$ cat config.mk
export PLATFORM = sky130hd
export DESIGN_NAME = sigma_delta_adc
export DESIGN_NICKNAME = d
export VERILOG_FILES = /design/src/rtl/sigma_delta_adc.sv
export SDC_FILE = /design/constraint.sdc
export NUM_CORES = 1
export LEC_CHECK = 0
export ABC_AREA = 0
export CAP_MARGIN = 10
export CORE_ASPECT_RATIO = 0.6
export CORE_MARGIN = 4
export CORE_UTILIZATION = 60
export CTS_CLUSTER_DIAMETER = 50
export CTS_CLUSTER_SIZE = 14
export DETAILED_ROUTE_END_ITERATION = 8
export DONT_BUFFER_PORTS = 1
export PLACE_DENSITY = 0.76
export SLEW_MARGIN = 20
export SYNTH_ARGS = -nofsm -noshare
export SYNTH_HDL_FRONTEND = slang
export SYNTH_SLANG_ARGS = --single-unit
$ cat constraint.sdc
create_clock -name clk -period 9.33 [get_ports clk]
set_clock_uncertainty 0.2 [all_clocks]
set_input_delay 1.3995 -clock clk [delete_from_list [all_inputs] [get_ports clk]]
set_output_delay 1.3995 -clock clk [all_outputs]
set_load 0.03 [all_outputs]
$ cat src/rtl/sigma_delta_adc.sv
// rtl/sigma_delta_adc.sv - first-order sigma-delta ADC receiver with sinc2 decimator
//
// Closes a first-order sigma-delta loop around an external comparator and RC
// network, then decimates the 1-bit stream by R = 2^decbits with a
// 2nd-order CIC filter.
//
// Ports:
//   clk      system clock
//   reset_n  asynchronous active-low reset
//   comp_in  raw comparator output, asynchronous to clk
//   fb_out   feedback drive to the external RC network (synchronised comparator bit)
//   q        unsigned decimated sample, signalwidth bits
//   q_valid  one-cycle strobe, high when q has just been updated
module sigma_delta_adc #(
  parameter int signalwidth = 16,
  parameter int decbits     = 8
) (
  input  logic                   clk,
  input  logic                   reset_n,
  input  logic                   comp_in,
  output logic                   fb_out,
  output logic [signalwidth-1:0] q,
  output logic                   q_valid
);

  // Integrator/comb width: enough to hold R^2 plus one bit, wrap is harmless
  // because the comb differences are taken modulo the same width.
  localparam int W  = 2*decbits + 1;
  localparam int SW = 2*decbits;

  localparam logic [0:0] ST_WARMUP = 1'b0;
  localparam logic [0:0] ST_RUN    = 1'b1;

  logic                   r_s1;
  logic                   r_s2;
  logic [decbits-1:0]     r_decctr;
  logic [W-1:0]           r_int1;
  logic [W-1:0]           r_int2;
  logic [W-1:0]           r_z1;
  logic [W-1:0]           r_z2;
  logic [signalwidth-1:0] r_q;
  logic                   r_q_valid;
  logic [1:0]             r_warmctr;
  logic [0:0]             r_state;

  logic                   w_tick;
  logic [W-1:0]           w_int1_next;
  logic [W-1:0]           w_int2_next;
  logic [W-1:0]           w_diff1;
  logic [W-1:0]           w_diff2;
  logic [SW-1:0]          w_sat;
  logic [signalwidth-1:0] w_qnext;

  // decctr is exactly decbits wide, so all-ones is R-1 and it wraps to 0 by itself.
  assign w_tick      = (r_decctr == {decbits{1'b1}});

  // r_s2 is the loop bit; r_s1 only absorbs metastability and is never used directly.
  assign w_int1_next = r_int1 + {{(W-1){1'b0}}, r_s2};
  assign w_int2_next = r_int2 + w_int1_next;
  assign w_diff1     = w_int2_next - r_z1;
  assign w_diff2     = w_diff1 - r_z2;

  // Valid diff2 never exceeds R^2 = 2^(2*decbits), so the top bit alone flags
  // the single value that would overflow the output range.
  assign w_sat       = w_diff2[W-1] ? {SW{1'b1}} : w_diff2[SW-1:0];
  assign w_qnext     = w_sat[SW-1 -: signalwidth];

  always_ff @(posedge clk or negedge reset_n) begin
    if (!reset_n) begin
      r_s1      <= 1'b0;
      r_s2      <= 1'b0;
      r_decctr  <= '0;
      r_int1    <= '0;
      r_int2    <= '0;
      r_z1      <= '0;
      r_z2      <= '0;
      r_q       <= '0;
      r_q_valid <= 1'b0;
      r_warmctr <= 2'd0;
      r_state   <= ST_WARMUP;
    end else begin
      r_s1      <= comp_in;
      r_s2      <= r_s1;
      r_decctr  <= r_decctr + {{(decbits-1){1'b0}}, 1'b1};
      r_int1    <= w_int1_next;
      r_int2    <= w_int2_next;
      r_q_valid <= 1'b0;
      if (w_tick) begin
        r_z1 <= w_int2_next;
        r_z2 <= w_diff1;
        if (r_state == ST_WARMUP) begin
          // Two ticks flush the comb delays of start-up content before any sample is emitted.
          r_warmctr <= r_warmctr + 2'd1;
          if (r_warmctr == 2'd1) begin
            r_state <= ST_RUN;
          end
        end else begin
          r_q       <= w_qnext;
          r_q_valid <= 1'b1;
        end
      end
    end
  end

  assign fb_out  = r_s2;
  assign q       = r_q;
  assign q_valid = r_q_valid;

endmodule
Placement density heat map:
Drawn at 4 px/µm. 14 x 8 tiles, from white (low) to dark blue (high), 0 to 100% covered.
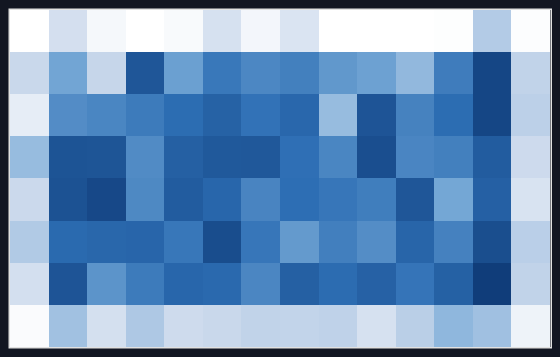
The fullest tile reaches 95%. The emptiest ninth of the die: upper left. 32% of the tiles are over 75% full.
post-layout util: 67.03%
floorplan core density: 62.39%

Signal wires on met1:
Drawn at 3 px/µm. Supply wires on this layer in gray.
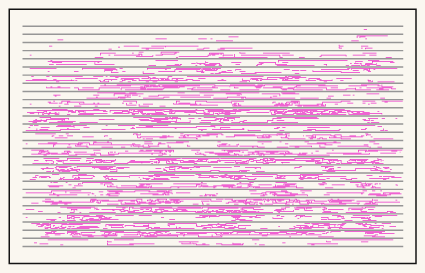
The longest straight run is 54.7 µm. The layer carries 5630 µm of wire. The wires run mostly horizontal. The layer holds 50% of the routed length.

The metal 3 layer:
Drawn at 4 px/µm. Cells faint in the background.
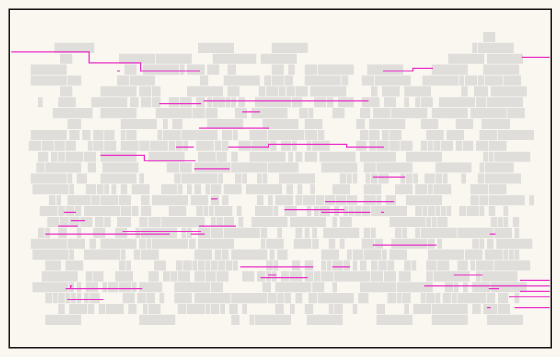
The longest straight run is 40.9 µm. 31 nets have wire on it.

Clock wiring as the flow saved it:
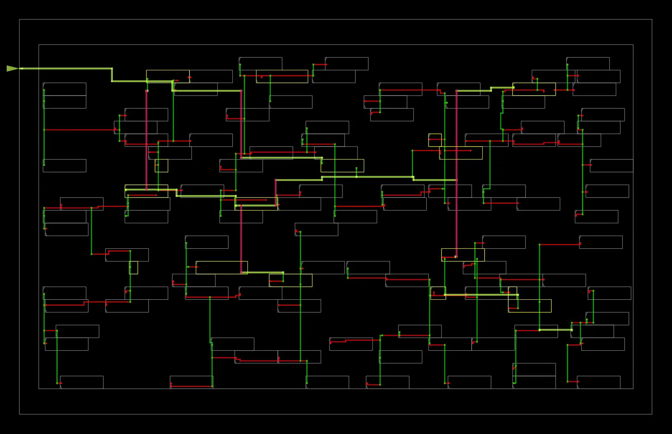
seq_cells: 98
CLK BUF: 9
TritonCTS Buffers: 9

[cell usage after synthesis (all sizes together), types with 2 or more instances]
library cell	n	area, µm²
or3	2	12.51
a31oi	20	131.4
and4	2	18.77
o31ai	6	63.81
and3	10	68.82
nand3	17	102.6
nor2b	5	31.28
xor2	26	235.2
nand2	50	187.7
and2	3	18.77
o31a	2	17.52
a2111oi	3	45.05
ha	55	688.2
mux2	2	22.52
xnor2	37	350.3
fa	3	60.06
o21a	8	60.06
nand2b	7	43.79
buf	4	22.52
nand4	5	31.28
o211ai	4	30.03
nor3	8	45.04
dfrtp	98	2452
a21o	20	150.1
a211oi	5	42.54
o22ai	3	25.02
nor4b	2	17.52
clkbuf	9	33.78
nor2	43	161.4
inv	43	161.4
or2	3	18.77
o21bai	3	22.52
o21ai	41	209.0
a21oi	30	150.1
[critical path: cells and delay by family, from the launching register on]
kind | cells | cell delay, ps
XOR/XNOR | 5 | 1440
flip-flops | 1 | 520
AND-OR/OR-AND | 6 | 1730
AND/OR/NAND/NOR | 8 | 1930
adder cells (fa/ha/maj) | 5 | 1320
[layer usage]
layer,routed length [µm],GRT usage [%],vias to the layer above
li1,-,-,2057
met1,5627,31.21,1987
met2,5032,33.12,73
met3,501,4.790,13
met4,108,5.489,0
met5,0,0,-
[per-stage QoR]
| step | setup slack, ps | area [µm²] |
|---|---|---|
| floorplan | 3271 | 5817 |
| global placement | 2593 | 5931 |
| detailed placement | 2059 | 5931 |
| CTS | 2034 | 6250 |
| global route | 1460 | 6250 |
| finish | 2006 | 6250 |
[cell families after synthesis]
family	Yosys count	synth area share, %
buffers and inverters	56	3.743
AND-OR/OR-AND	149	16.89
AND/OR/NAND/NOR	161	13.72
adder cells (fa/ha/maj)	58	12.86
multiplexers	3	0.5592
XOR/XNOR	63	10.07
flip-flops	98	42.16
==> impl_metrics.csv <==
group,metric,value,unit
outcome,status,"finished clean",
worst_hold_path,min-delay-path-class,"reg2reg",
final_layout,clockNetworkAreaShare,5.105,%
detailed_routing,wl_per_cell,15.61,µm
floorplan,dieArea,0.01139,mm²
yosys,yosys-stat-cells,588,
final_layout,fillers,740,
final_layout,antenna_cells,0,
timing,setup_violations,0,
detailed_routing,vias_per_cell,5.720,
timing,hold_viol_final,0,
setup_path,reg2reg_slack,2010,ps
final_layout,comb_area,0.003147,mm²
worst_hold_path,hp-start,"r_s1$_DFF_PN0_",
global_route,grt_max_degree,99,
yosys,synth.avg_cell_area,9.893,µm²
timing,timing.setup.tns,0,ps
clock_tree,post_cts_buffers,0,
detailed_routing,drt_iter0_drc,269,
final_layout,comb_share,50.35,%
detailed_routing,drt_first_pass_iters,7,
setup_path,crit_chain,"ha_1 > ha_1 > nand3_2 > nor2_1 > xor2_1 > ha_1 > a21o_1 > a2111oi_0 > nor2_1 > xor2_1 > ha_1 > or4_1 > o21ai_2 > xnor2_1 > ha_1 > a21o_1 > nor3_1 > and3_1 > nor3_1 > nor4b_1 > o31ai_1 > xor2_1 > xnor2_2 > a31oi_1",
detailed_routing,finalWirelength,11270,µm
yosys,syn_inst,588,
floorplan,die_h,84.27,µm
setup_path,critPathMostFrequentCell,"ha_1",
final_layout,area_growth,7.442,%
final_layout,seq-cell-share,39.24,%
timing,finalCritPeriodShare,78.50,%
worst_hold_path,whs_path_depth,0,
clock_tree,cts_resized,0,
setup_path,cp_slowest_cell,"a2111oi_0",
yosys,fp_nets,649,
worst_hold_path,holdPathEnd,"fb_out$_DFF_PN0_",
global_route,antenna_found_initial,0,
final_layout,layoutNonFillerInstCount,722,
yosys,syn-cell-area,0.005817,mm²
timing,fmax,136.5,MHz
global_route,grt_use_total,21.56,%
setup_path,reg2reg_to,"q[4]$_DFFE_PN0P_",
clock_tree,cts_hold_repair.buffers,0,
placed_design,gp_congestion,0.8268,
yosys,postSynthSeqShare,42.16,%
clock_tree,clk_latency,340,ps
clock_tree,tritoncts,"done",
timing,slew_violations,0,
final_layout,buf_share,0.1201,%
final_layout,dominant_cells,"multi-input combinational cells",
final_layout,n_all_inverters,43,
setup_path,critPathLaunch,"fb_out$_DFF_PN0_",
floorplan,core,0.009324,mm²
yosys,synth_cell_types,60,
setup_path,crit_required,9300,ps
yosys,async_reset_ff_share,100.0,%
timing,maxSlewHeadroom,33.35,%
final_layout,buffers_excl_clock,1,
placed_design,post-place-cells,706,
timing,period_needed,7324,ps
setup_path,worstPathArrival,7290,ps
setup_path,worstSetupEndpoint,"q[4]$_DFFE_PN0P_",
final_layout,layout-drive-gt1-share,6.926,%
placed_design,port_buffers,0,
yosys,synth-seq-cells,98,
global_route,grt_pass1_wl,20070,µm
yosys,yosys_warnings,0,
placed_design,hpwlAfterDp,8277,µm
timing,rsz0062_at_grt,"false",
job,warnings,29,
clock_tree,clk_path_buf_depth,2,
setup_path,worstSetupPathType,"reg2reg",
clock_tree,clk_pin_slew,70,ps
clock_tree,clock-sinks,98,
setup_path,ff2ff_path_depth,24,
final_layout,fin_nets,648,
final_layout,final_cell_mix,"dfrtp_1 (98), ha_1 (55), nand2_1 (50), nor2_1 (43), inv_1 (43)",
floorplan,dieWidth,135.1,µm
detailed_routing,ant_nets,0,
floorplan,taps,130,
clock_tree,clockRootBuffer,"clkbuf_16",
final_layout,lay_top_count,"dfrtp_1",
setup_path,endpoint_kind,"register",
final_layout,comb_cells,434,
setup_path,crit_fanout,16,
timing,worstMarginPinSlew,999.8,ps
